--- src/rtl/down_counter_timer.sv ---
// Loadable down-counter/timer: counts a loaded value down to zero on enabled edges,
// pulses terminal at the end and then either stops in DONE or reloads and keeps running.
module down_counter_timer #(
  parameter int WIDTH = 4
) (
  input  logic             clock,
  input  logic             reset,
  input  logic             load,
  input  logic [WIDTH-1:0] load_value,
  input  logic             enable,
  input  logic             auto_reload,
  output logic [WIDTH-1:0] counter_out,
  output logic             busy,
  output logic             terminal,
  output logic             done
);

  typedef enum logic [1:0] {
    IDLE = 2'd0,
    RUN  = 2'd1,
    DONE = 2'd2
  } state_t;

  localparam logic [WIDTH-1:0] ZERO = {WIDTH{1'b0}};
  localparam logic [WIDTH-1:0] ONE  = {{(WIDTH-1){1'b0}}, 1'b1};

  state_t           state_q, state_d;
  logic [WIDTH-1:0] count_q, count_d;
  logic [WIDTH-1:0] reload_q, reload_d;
  logic             terminal_q, terminal_d;
  logic             busy_q, busy_d;
  logic             done_q, done_d;

  // Next-state: load wins over everything; only RUN reacts to enable.
  always_comb begin
    state_d    = state_q;
    count_d    = count_q;
    reload_d   = reload_q;
    terminal_d = 1'b0;
    if (load) begin
      count_d  = load_value;
      reload_d = load_value;
      if (load_value != ZERO) begin
        state_d = RUN;
      end else begin
        state_d = DONE;
      end
    end else begin
      case (state_q)
        RUN: begin
          if (enable) begin
            // A count of 1 (or a defensive 0) is the terminal edge, so we never wrap.
            if (count_q > ONE) begin
              count_d = count_q - ONE;
            end else begin
              terminal_d = 1'b1;
              if (auto_reload) begin
                count_d = reload_q;
              end else begin
                count_d = ZERO;
                state_d = DONE;
              end
            end
          end else begin
            count_d = count_q;
          end
        end
        IDLE:    state_d = IDLE;
        DONE:    state_d = DONE;
        default: state_d = IDLE;
      endcase
    end
    busy_d = (state_d == RUN);
    done_d = (state_d == DONE);
  end

  // State and registered status outputs.
  always_ff @(posedge clock or negedge reset) begin
    if (!reset) begin
      state_q    <= IDLE;
      count_q    <= ZERO;
      reload_q   <= ZERO;
      terminal_q <= 1'b0;
      busy_q     <= 1'b0;
      done_q     <= 1'b0;
    end else begin
      state_q    <= state_d;
      count_q    <= count_d;
      reload_q   <= reload_d;
      terminal_q <= terminal_d;
      busy_q     <= busy_d;
      done_q     <= done_d;
    end
  end

  assign counter_out = count_q;
  assign busy        = busy_q;
  assign terminal    = terminal_q;
  assign done        = done_q;

endmodule

--- config.mk ---
export PLATFORM = sky130hd
export DESIGN_NAME = down_counter_timer
export DESIGN_NICKNAME = d
export VERILOG_FILES = /design/src/rtl/down_counter_timer.sv
export SDC_FILE = /design/constraint.sdc
export NUM_CORES = 1
export LEC_CHECK = 0
export ABC_AREA = 1
export CAP_MARGIN = 40
export CORE_AREA = 5 5 50 52
export DETAILED_ROUTE_END_ITERATION = 16
export DIE_AREA = 0 0 55 57
export SLEW_MARGIN = 0
export SYNTH_ARGS = -nofsm -noshare
export SYNTH_HDL_FRONTEND = slang
export SYNTH_SLANG_ARGS = --single-unit
--- constraint.sdc ---
create_clock -name clock -period 1.25 [get_ports clock]
set_clock_uncertainty 0.05 [all_clocks]
set_input_delay 0.125 -clock clock [delete_from_list [all_inputs] [get_ports clock]]
set_output_delay 0.125 -clock clock [all_outputs]
set_load 0.005 [all_outputs]
### The metal 1 layer, run 1

Cells faint in the background.
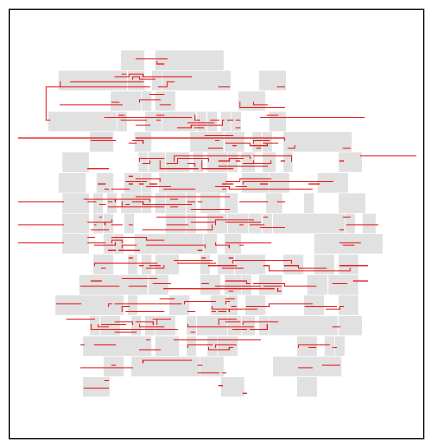
131 nets have wire on it. The wires run mostly horizontal.

### M2 wires, run 1

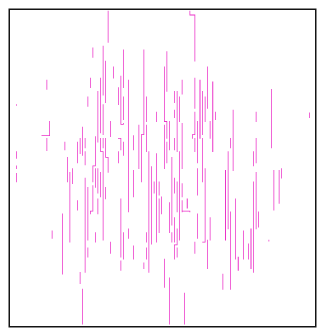
The wires run mostly vertical. The longest straight run is 23.8 µm. The layer holds 49% of the routed length. The layer carries 831 µm of wire. 118 nets have wire on it.

### Metal 3, run 1

Cells faint in the background.
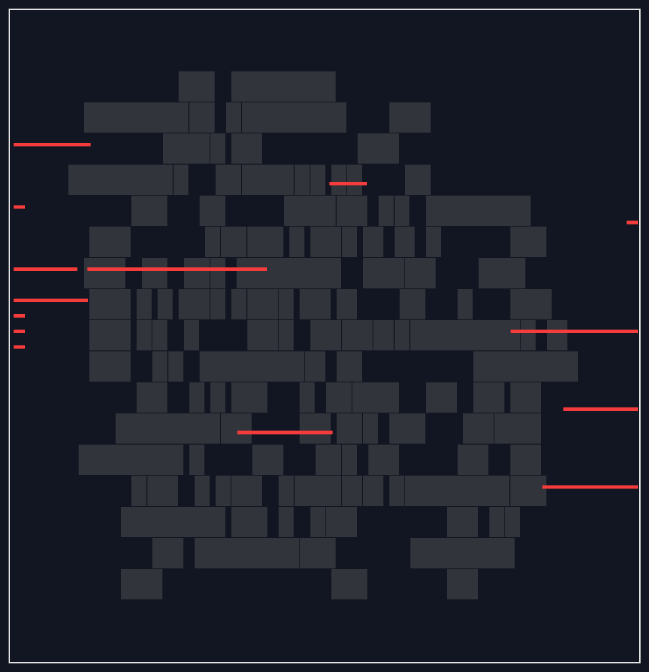
The wires run mostly horizontal. The longest straight run is 15.4 µm.

run 1: worst max-delay path by stage:
stage                                           from                    endpoint  slack (ns)
after floorplan           counter_out[0]$_DFFE_PN0P_              busy$_DFF_PN0_       -0.05
after global placement                        enable              busy$_DFF_PN0_       -0.11
after detailed placement                        load  counter_out[3]$_DFFE_PN0P_       -0.15
after CTS                 counter_out[0]$_DFFE_PN0P_              busy$_DFF_PN0_       -0.11
after global routing      counter_out[1]$_DFFE_PN0P_              busy$_DFF_PN0_       -0.21
final                     counter_out[0]$_DFFE_PN0P_              busy$_DFF_PN0_       -0.11
==> impl_metrics.tcl, run 1 <==
# yosys + openroad results
set metrics [dict create \
    fin_setup_tns_ns -0.512 \
    p_comb_mw 0.843 \
    pwr-share-seq 0.327 \
    synth_top_flop_cell "dfrtp_1" \
    violations "negative setup slack" \
    clockNetworkAreaShare 0.0227 \
    largest_area_cell "dfrtp_1" \
    lay_top_count "buf_4" \
    crit_required_ns 1.37 \
    path_class "register to register" \
    fillers 209 \
    met3_length_um 72 \
    crit_buf_inv 2 \
    worst_slack_ns -0.106 \
    async_reset_ff_frac 1.00 \
    finalHoldViolCount 0 \
    final-comb-area_um2 402 \
    edf_count 0 \
    whs_ns 0.102 \
    tritoncts "built" \
    r2r_end "busy$_DFF_PN0_" \
    common_cells "nand2_1 (21), inv_1 (14), dfrtp_1 (13)" \
    seq_cell_count 13 \
    startpoint_type "register" \
    rrSetupSlack_ns -0.11 \
    maxPowerGroup "combinational cells" \
    yosys_area_um2 744 \
    drt-met1-wl_um 772 \
    xor_area_frac 0 \
    drc 0 \
    p_leak_nw 0.604 \
    synthMuxAreaShare 0 \
    pwr-share-comb 0.513 \
    fmax_ghz 0.737 \
    diodes 0 \
    worst-path-max-fanout 4 \
    port_buffers 15 \
    cts-resized-gates 17 \
    die-area_um2 3140 \
    timing.rr.start "counter_out[0]$_DFFE_PN0P_" \
    final_cell_mix "buf_4 (22), nand2_1 (18), dfrtp_1 (12)" \
    rsz0062_at_grt "yes" \
    grtUsageMet2 0.201 \
    switchingPower_mw 0.582 \
    hpwl_um 1340 \
    ys_sh_adder 0.0672 \
    wl_met2_um 830 \
    internal_power_mw 1.06 \
    cap_violations 0 \
    wl_um 1710 \
    crit_arrival_ns 1.48 \
    ys_types 20 \
    seq_share 0.282 \
    relSlewSlack 0.853 \
    slowest_stage "dfrtp_2" \
    p_seq_mw 0.538 \
    inverters 15 \
    pre_cts_ws_ns -0.146 \
    cts_hold_buffers 0 \
    worstSkewPairLatency_ns 0.27 \
    grt_use_total 0.134 \
    slowest_delay_ns 0.44 \
    dr.pass1.iters 2 \
    yosysWarnings 0 \
    overflow 0 \
    grt_pass1_vias 732 \
    largestClassByArea "multi-input combinational cells" \
    simple_gate_area_frac 0.301 \
    peakVddDrop_mv 0.872 \
    floorplan.core_util 0.361 \
    synthCells 91 \
    dp.cells 148 \
    tightest_slew_ns 0.219 \
    top_cells_by_area "dfrtp_1 (44%), nand2_1 (11%), inv_1 (7.1%)" \
    syn2layout_area_growth_pct 55.8 \
    cts_max_path_buffers 2 \
    avgRoutedWirePerCell_um 10.7 \
    warning_count 31 \
    coreArea_um2 2060 \
    outcome "finished, violations left" \
    numCtsBuffers 3 \
    grt_max_degree 14 \
    finalCritPeriodShare 1.09 \
    grt_use_met1 0.169 \
    busiest_layer "met2" \
    ys_ff 13 \
    finalPower_mw 1.64 \
    crit_family "simple AND/OR/NAND/NOR gates" \
    crit_top_cell "nand2_1" \
    top_layer "met4" \
    fin_util 0.562 \
    path_depth 11 \
    die_h_um 57 \
    logic_family "simple AND/OR/NAND/NOR gates" \
    setup_viol 8 \
    num_vias 721 \
    design_area_um2 1160 \
    drive_gt1_frac 0.402 \
    finalNonFillerCells 160 \
    sh_comb_area 0.346 \
    ios 16 \
    antenna_found_initial 0 \
    p_clk_mw 0.262 \
    crit_chain "inv_2 -> ha_4 -> inv_2 -> nand2_4 -> nand3_2 -> nand2_1 -> nand2_1 -> nand2_1 -> nand2_2 -> nand2_2 -> nor2_2" \
    p_sw_frac 0.354 \
    n_tap_cell 28 \
    htree_levels 1 \
    die_width_um 55 \
    synth_nets 104 \
    seqCellArea_um2 327 \
    pwr-share-clk 0.159 \
    postCtsSetupBuffers 5 \
    grt_util_met3 0.0366 \
    period_minus_slack_ns 1.36 \
    hold_path_class "input port to async pin" \
    aoi_share 0.104 \
    nClkBuffers 4 \
    yosys.stat.seqShare 0.437 \
    finalMaxSlewViolations 0 \
    vias_per_cell 4.51 \
    nMultiInputCombCells 62 \
    ff2ff_path_depth 11 \
    nets 146 \
    row_count 17 \
    path_clk_slew_ns 0.08 \
    drt_iter0_markers 8 \
    cts-root-buf "clkbuf_4" \
    syn_avg_cell_area_um2 8.18 \
    buf_share 0.271 \
    post-synth-top-count-cell "nand2_1" \
    powerDensity_nw_per_um2 1420 \
    top_area_frac 0.437 \
    place_congestion 0.776 \
    cp-end-kind "register" \
]
==> run 1 -> run 2 <==
Settings changed: MAX_ROUTING_LAYER set to met4.
==> impl_metrics.tcl, run 2 <==
# yosys + openroad results
set metrics [dict create \
    outcome "finished, violations left" \
    violations "negative setup slack" \
    p_seq_mw 0.538 \
    worst_slack_ns -0.106 \
    timing.rr.start "counter_out[0]$_DFFE_PN0P_" \
    worstSkewPairLatency_ns 0.27 \
    floorplan.core_util 0.361 \
    seq_share 0.282 \
    synth_top_flop_cell "dfrtp_1" \
    pwr-share-clk 0.160 \
    fillers 209 \
    synth_nets 104 \
    whs_ns 0.101 \
    slowest_delay_ns 0.44 \
    diodes 0 \
    dp.cells 148 \
    coreArea_um2 2060 \
    yosys_area_um2 744 \
    antenna_found_initial 0 \
    p_leak_nw 0.604 \
    worst-path-max-fanout 4 \
    crit_buf_inv 2 \
    pwr-share-comb 0.513 \
    drive_gt1_frac 0.402 \
    r2r_end "busy$_DFF_PN0_" \
    logic_family "simple AND/OR/NAND/NOR gates" \
    vias_per_cell 4.51 \
    cap_violations 0 \
    design_area_um2 1160 \
    aoi_share 0.104 \
    grt_max_degree 14 \
    yosys.stat.seqShare 0.437 \
    finalCritPeriodShare 1.08 \
    largest_area_cell "dfrtp_1" \
    drc 0 \
    internal_power_mw 1.06 \
    cp-end-kind "register" \
    inverters 15 \
    peakVddDrop_mv 0.872 \
    grt_use_met1 0.170 \
    p_clk_mw 0.262 \
    maxPowerGroup "combinational cells" \
    pre_cts_ws_ns -0.146 \
    rsz0062_at_grt "yes" \
    ys_types 20 \
    warning_count 31 \
    die_h_um 57 \
    cts_hold_buffers 0 \
    n_tap_cell 28 \
    tritoncts "built" \
    pwr-share-seq 0.327 \
    common_cells "nand2_1 (21), inv_1 (14), dfrtp_1 (13)" \
    met3_length_um 68 \
    lay_top_count "buf_4" \
    top_layer "met4" \
    cts_max_path_buffers 2 \
    edf_count 0 \
    fin_util 0.562 \
    path_class "register to register" \
    grt_use_total 0.138 \
    die-area_um2 3140 \
    die_width_um 55 \
    wl_met2_um 829 \
    rrSetupSlack_ns -0.11 \
    setup_viol 8 \
    relSlewSlack 0.853 \
    final_cell_mix "buf_4 (22), nand2_1 (18), dfrtp_1 (12)" \
    yosysWarnings 0 \
    finalPower_mw 1.64 \
    grt_util_met3 0.0339 \
    avgRoutedWirePerCell_um 10.7 \
    overflow 0 \
    numCtsBuffers 3 \
    p_comb_mw 0.843 \
    top_area_frac 0.437 \
    dr.pass1.iters 2 \
    async_reset_ff_frac 1.00 \
    synthCells 91 \
    hpwl_um 1340 \
    seqCellArea_um2 327 \
    powerDensity_nw_per_um2 1420 \
    tightest_slew_ns 0.219 \
    grt_pass1_vias 733 \
    buf_share 0.271 \
    busiest_layer "met2" \
    switchingPower_mw 0.583 \
    crit_chain "inv_2 -> ha_4 -> inv_2 -> nand2_4 -> nand3_2 -> nand2_1 -> nand2_1 -> nand2_1 -> nand2_2 -> nand2_2 -> nor2_2" \
    finalNonFillerCells 160 \
    crit_arrival_ns 1.48 \
    syn2layout_area_growth_pct 55.8 \
    fmax_ghz 0.737 \
    startpoint_type "register" \
    place_congestion 0.787 \
    drt-met1-wl_um 778 \
    path_clk_slew_ns 0.08 \
    synthMuxAreaShare 0 \
    seq_cell_count 13 \
    drt_iter0_markers 8 \
    largestClassByArea "multi-input combinational cells" \
    crit_top_cell "nand2_1" \
    clockNetworkAreaShare 0.0227 \
    wl_um 1710 \
    port_buffers 15 \
    cts-resized-gates 17 \
    simple_gate_area_frac 0.301 \
    ys_ff 13 \
    p_sw_frac 0.354 \
    nets 146 \
    post-synth-top-count-cell "nand2_1" \
    htree_levels 1 \
    numClockSinks 13 \
    xor_area_frac 0 \
    cts-root-buf "clkbuf_4" \
    crit_required_ns 1.37 \
    ys_sh_adder 0.0672 \
    grtUsageMet2 0.201 \
    finalMaxSlewViolations 0 \
    nMultiInputCombCells 62 \
    crit_family "simple AND/OR/NAND/NOR gates" \
    syn_avg_cell_area_um2 8.18 \
    nClkBuffers 4 \
    hold_path_class "input port to async pin" \
    top_cells_by_area "dfrtp_1 (44%), nand2_1 (11%), inv_1 (7.1%)" \
    ff2ff_path_depth 11 \
]
## run 2: cell counts in the layout (fill, tap and decap cells not counted)
Identical to the previous run, type by type.
## run 2: worst max-delay path by stage
stage                                from                         end  slack, ns  cells past startpoint
5_1_grt        counter_out[1]$_DFFE_PN0P_              busy$_DFF_PN0_      -0.21                     11
3_3_place_gp                       enable              busy$_DFF_PN0_      -0.11                     10
3_5_place_dp                         load  counter_out[3]$_DFFE_PN0P_      -0.15                      6
4_1_cts        counter_out[0]$_DFFE_PN0P_              busy$_DFF_PN0_      -0.11                     11
6_report       counter_out[0]$_DFFE_PN0P_              busy$_DFF_PN0_      -0.11                     11
2_1_floorplan  counter_out[0]$_DFFE_PN0P_              busy$_DFF_PN0_      -0.05                     11
### The metal 1 layer, run 2

Cells faint in the background.
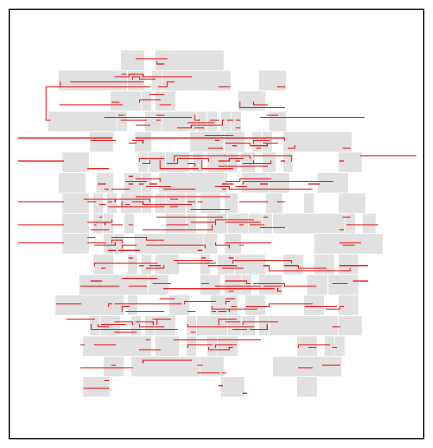
The longest straight run is 19.8 µm. The wires run mostly horizontal. The layer holds 46% of the routed length. 132 nets have wire on it. The layer carries 779 µm of wire.

### M2 wires, run 2

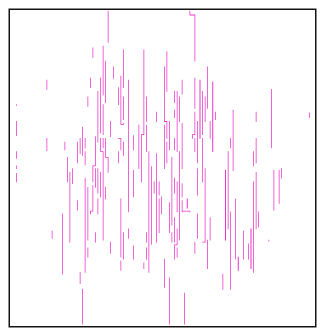
The layer carries 830 µm of wire. The longest straight run is 23.8 µm. The wires run mostly vertical. The layer holds 49% of the routed length. 118 nets have wire on it.

Power is estimated from default activity; no workload was simulated.
